### config.mk
export PLATFORM = sky130hd
export DESIGN_NAME = pixel_wr_fifo
export DESIGN_NICKNAME = d
export VERILOG_FILES = /design/src/rtl/julia_pkg.sv /design/src/rtl/sync_fifo.sv /design/src/rtl/pixel_wr_fifo.sv
export SDC_FILE = /design/constraint.sdc
export NUM_CORES = 1
export LEC_CHECK = 0
export CAP_MARGIN = 20
export CORE_ASPECT_RATIO = 0.75
export CORE_MARGIN = 2
export CORE_UTILIZATION = 60
export DETAILED_ROUTE_END_ITERATION = 8
export PLACE_DENSITY = 0.79
export REMOVE_ABC_BUFFERS = 1
export SKIP_LAST_GASP = 1
export SLEW_MARGIN = 20
export SYNTH_ARGS = -nofsm -noshare
export SYNTH_HDL_FRONTEND = slang
export SYNTH_SLANG_ARGS = --single-unit
### constraint.sdc
create_clock -name clk -period 8.5 [get_ports clk]
set_input_delay 0.85 -clock clk [delete_from_list [all_inputs] [get_ports clk]]
set_output_delay 0.85 -clock clk [all_outputs]
set_load 0.05 [all_outputs]
### src/rtl/julia_pkg.sv
// Shared constants and types for the Julia renderer pixel write path.
// Frame geometry, pixel bus widths, write request bundle, drain FSM states.
package julia_pkg;
   localparam int FRAME_W      = 640;
   localparam int FRAME_H      = 480;
   localparam int FRAME_PIXELS = FRAME_W * FRAME_H;
   localparam int PIX_ADDR_W   = 32;
   localparam int PIX_DATA_W   = 32;

   typedef struct packed {
      logic [PIX_ADDR_W-1:0] addr;
      logic [PIX_DATA_W-1:0] data;
   } wr_req_t;

   typedef enum logic [1:0] {
      RUN,
      DRAIN,
      DRAINED
   } fifo_state_t;
endpackage

### src/rtl/sync_fifo.sv
// Single-clock show-ahead FIFO of write requests.
// Power-of-two depth, so the pointers wrap for free.
module sync_fifo
   import julia_pkg::*;
#(
   parameter int DEPTH = 16,
   localparam int AW = $clog2(DEPTH),
   localparam int CW = AW + 1
) (
   input  logic          clk,
   input  logic          rst,
   input  logic          wr_en,
   input  wr_req_t       wr_req,
   input  logic          rd_en,
   output wr_req_t       rd_req,
   output logic [CW-1:0] count,
   output logic          full,
   output logic          empty
);

   wr_req_t       mem [DEPTH];
   logic [AW-1:0] wr_ptr;
   logic [AW-1:0] rd_ptr;
   logic          do_wr;
   logic          do_rd;

   assign full   = (count == CW'(DEPTH));
   assign empty  = (count == '0);
   assign do_wr  = wr_en && !full;
   assign do_rd  = rd_en && !empty;
   assign rd_req = mem[rd_ptr];

   always_ff @(posedge clk) begin
      if (do_wr) begin
         mem[wr_ptr] <= wr_req;
      end
   end

   always_ff @(posedge clk or posedge rst) begin
      if (rst) begin
         wr_ptr <= '0;
         rd_ptr <= '0;
         count  <= '0;
      end else begin
         if (do_wr) begin
            wr_ptr <= wr_ptr + 1'b1;
         end
         if (do_rd) begin
            rd_ptr <= rd_ptr + 1'b1;
         end
         if (do_wr && !do_rd) begin
            count <= count + 1'b1;
         end else if (do_rd && !do_wr) begin
            count <= count - 1'b1;
         end
      end
   end

endmodule

### src/rtl/pixel_wr_fifo.sv
// Pixel write buffer between julia_wrapper and the SDRAM Avalon master.
// Adds drain handshake and per-frame pixel counting on top of sync_fifo.
module pixel_wr_fifo
   import julia_pkg::*;
#(
   parameter int DEPTH        = 16,
   parameter int ADDR_W       = julia_pkg::PIX_ADDR_W,
   parameter int DATA_W       = julia_pkg::PIX_DATA_W,
   parameter int FRAME_PIXELS = julia_pkg::FRAME_PIXELS,
   parameter int CNT_W        = 19,
   localparam int FW = $clog2(DEPTH) + 1
) (
   input  logic              clk,
   input  logic              rst,
   input  logic [ADDR_W-1:0] in_addr,
   input  logic [DATA_W-1:0] in_data,
   input  logic              in_wen,
   output logic              in_wait,
   output logic [ADDR_W-1:0] m_address,
   output logic [DATA_W-1:0] m_writedata,
   output logic              m_write,
   input  logic              m_waitrequest,
   input  logic              drain_req,
   output logic              drained,
   input  logic              frame_clear,
   output logic              frame_done,
   output logic [CNT_W-1:0]  pixel_count,
   output logic [FW-1:0]     fill_level
);

   fifo_state_t state;
   wr_req_t     wr_req;
   wr_req_t     head;
   logic        full;
   logic        empty;
   logic        push;
   logic        pop;

   assign in_wait = full || (state != RUN);
   assign push    = in_wen && !in_wait;
   assign m_write = !empty;
   assign pop     = m_write && !m_waitrequest;

   assign wr_req.addr = PIX_ADDR_W'(in_addr);
   assign wr_req.data = PIX_DATA_W'(in_data);

   // Masked when empty so stale storage never shows on the bus.
   assign m_address   = empty ? '0 : ADDR_W'(head.addr);
   assign m_writedata = empty ? '0 : DATA_W'(head.data);

   sync_fifo #(
      .DEPTH(DEPTH)
   ) u_fifo (
      .clk   (clk),
      .rst   (rst),
      .wr_en (push),
      .wr_req(wr_req),
      .rd_en (pop),
      .rd_req(head),
      .count (fill_level),
      .full  (full),
      .empty (empty)
   );

   always_ff @(posedge clk or posedge rst) begin
      if (rst) begin
         state   <= RUN;
         drained <= 1'b0;
      end else begin
         unique case (state)
            RUN: begin
               if (drain_req) begin
                  state <= DRAIN;
               end
            end
            DRAIN: begin
               if (!drain_req) begin
                  state <= RUN;
               end else if (empty) begin
                  state   <= DRAINED;
                  drained <= 1'b1;
               end
            end
            DRAINED: begin
               if (!drain_req) begin
                  state   <= RUN;
                  drained <= 1'b0;
               end
            end
            default: begin
               state   <= RUN;
               drained <= 1'b0;
            end
         endcase
      end
   end

   // Set on the frame's last pop beats a coincident clear.
   always_ff @(posedge clk or posedge rst) begin
      if (rst) begin
         pixel_count <= '0;
         frame_done  <= 1'b0;
      end else begin
         if (pop && (pixel_count == CNT_W'(FRAME_PIXELS - 1))) begin
            pixel_count <= '0;
            frame_done  <= 1'b1;
         end else begin
            if (pop) begin
               pixel_count <= pixel_count + 1'b1;
            end
            if (frame_clear) begin
               frame_done <= 1'b0;
            end
         end
      end
   end

endmodule

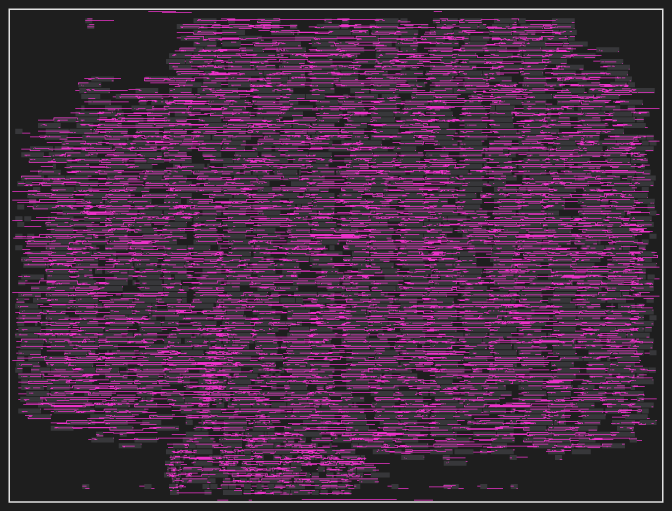
**Above:** metal 1.
Cells faint in the background.
share of all routed wire	39%
wire length on this layer	34.4 mm
longest straight run	81.0 µm

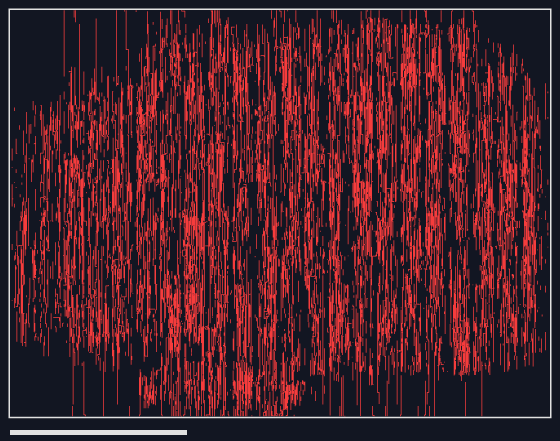
**Above:** M2 wires.
The bar under the picture is 100 µm long.
main direction	vertical
share of all routed wire	50%
wire length on this layer	43.5 mm
nets with wire on the layer	1870

==> flow_metrics.tcl <==
# implementation run metrics
set metrics [dict create \
    dp_hpwl_mm 43.32 \
    power.total_mw 15.97 \
    aoi_share_pct 1.357 \
    dr.pass1.iters 7 \
    powerDensity_nw_per_um2 344.9 \
    num_vias 19100 \
    logic_family "multiplexers" \
    grt_first_pass_wirelength_mm 130.1 \
    p_clk_mw 4.18 \
    syn2layout_area_growth_pct 13.95 \
    synthAdderAreaFrac_pct 0.3878 \
    cts_hold_buf 0 \
    viasPerCell 6.531 \
    drv_slew 0 \
    final_layout_size_suffix_gt1_share_pct 22.46 \
    required_ns 7.65 \
    finalSetupTns_ns 0 \
    cp_num_cells 5 \
    maxPowerGroup "sequential cells" \
    pwr-share-clk_pct 26.2 \
    yosys-stat-area_um2 40650 \
    whs_ns 0.5051 \
    htree_num_levels 3 \
    wl_per_cell_um 29.90 \
    status "completed" \
    grt_pass1_vias 19650 \
    edf_count 1024 \
    finalSetupViolCount 0 \
    worst-path-buf-inv 2 \
    top_area_share_pct 75.65 \
    cp_slowest_cell "dfrtp_4" \
    cts_num_sinks 1060 \
    critPathLaunchType "flip-flop" \
    antenna_found_initial 7 \
    fin_crit_sh_pct 62.80 \
    finalInstanceArea_um2 46320 \
    ir_drop_v 0.0003380 \
]
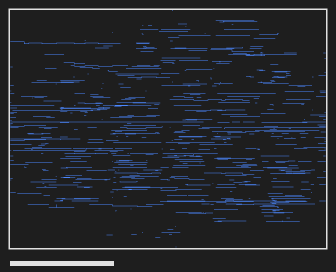
**Above:** M3 wires.
The bar under the picture is 100 µm long.
main direction	horizontal
longest straight run	186 µm
nets with wire on the layer	254
wire length on this layer	7750 µm
share of all routed wire	8.9%

[area by class of cell]
cell class,instances,area (µm²)
clock inverter,53,476.7
multi-input combinational,594,8556
fill,3874,20580
clock buffer,119,2531
antenna,3,7.507
tap,882,1104
sequential,1060,31660
inverter,12,45.04
timing repair buffer,201,1937
[state kept, by name (all words and copies together) (netlist names)]
signal / flops
u_fifo.mem: 1024
u_fifo.count: 5
u_fifo.wr_ptr: 4
pixel_count: 19
drained: 1
state: 2
frame_done: 1
u_fifo.rd_ptr: 4
[cells in the final DEF, fill, tap and decap left out, drive strengths merged, types with 14 or more instances in the layout]
cell type	count
clkdlybuf4s50	161
edfxtp	1024
mux2i	131
nand2	26
nor2	24
xnor2	18
o22ai	65
dfrtp	36
clkinv	37
mux4	256
clkbuf	119
buf	40
inv	14
No activity file was given, so power comes from the tool's default toggle rates.
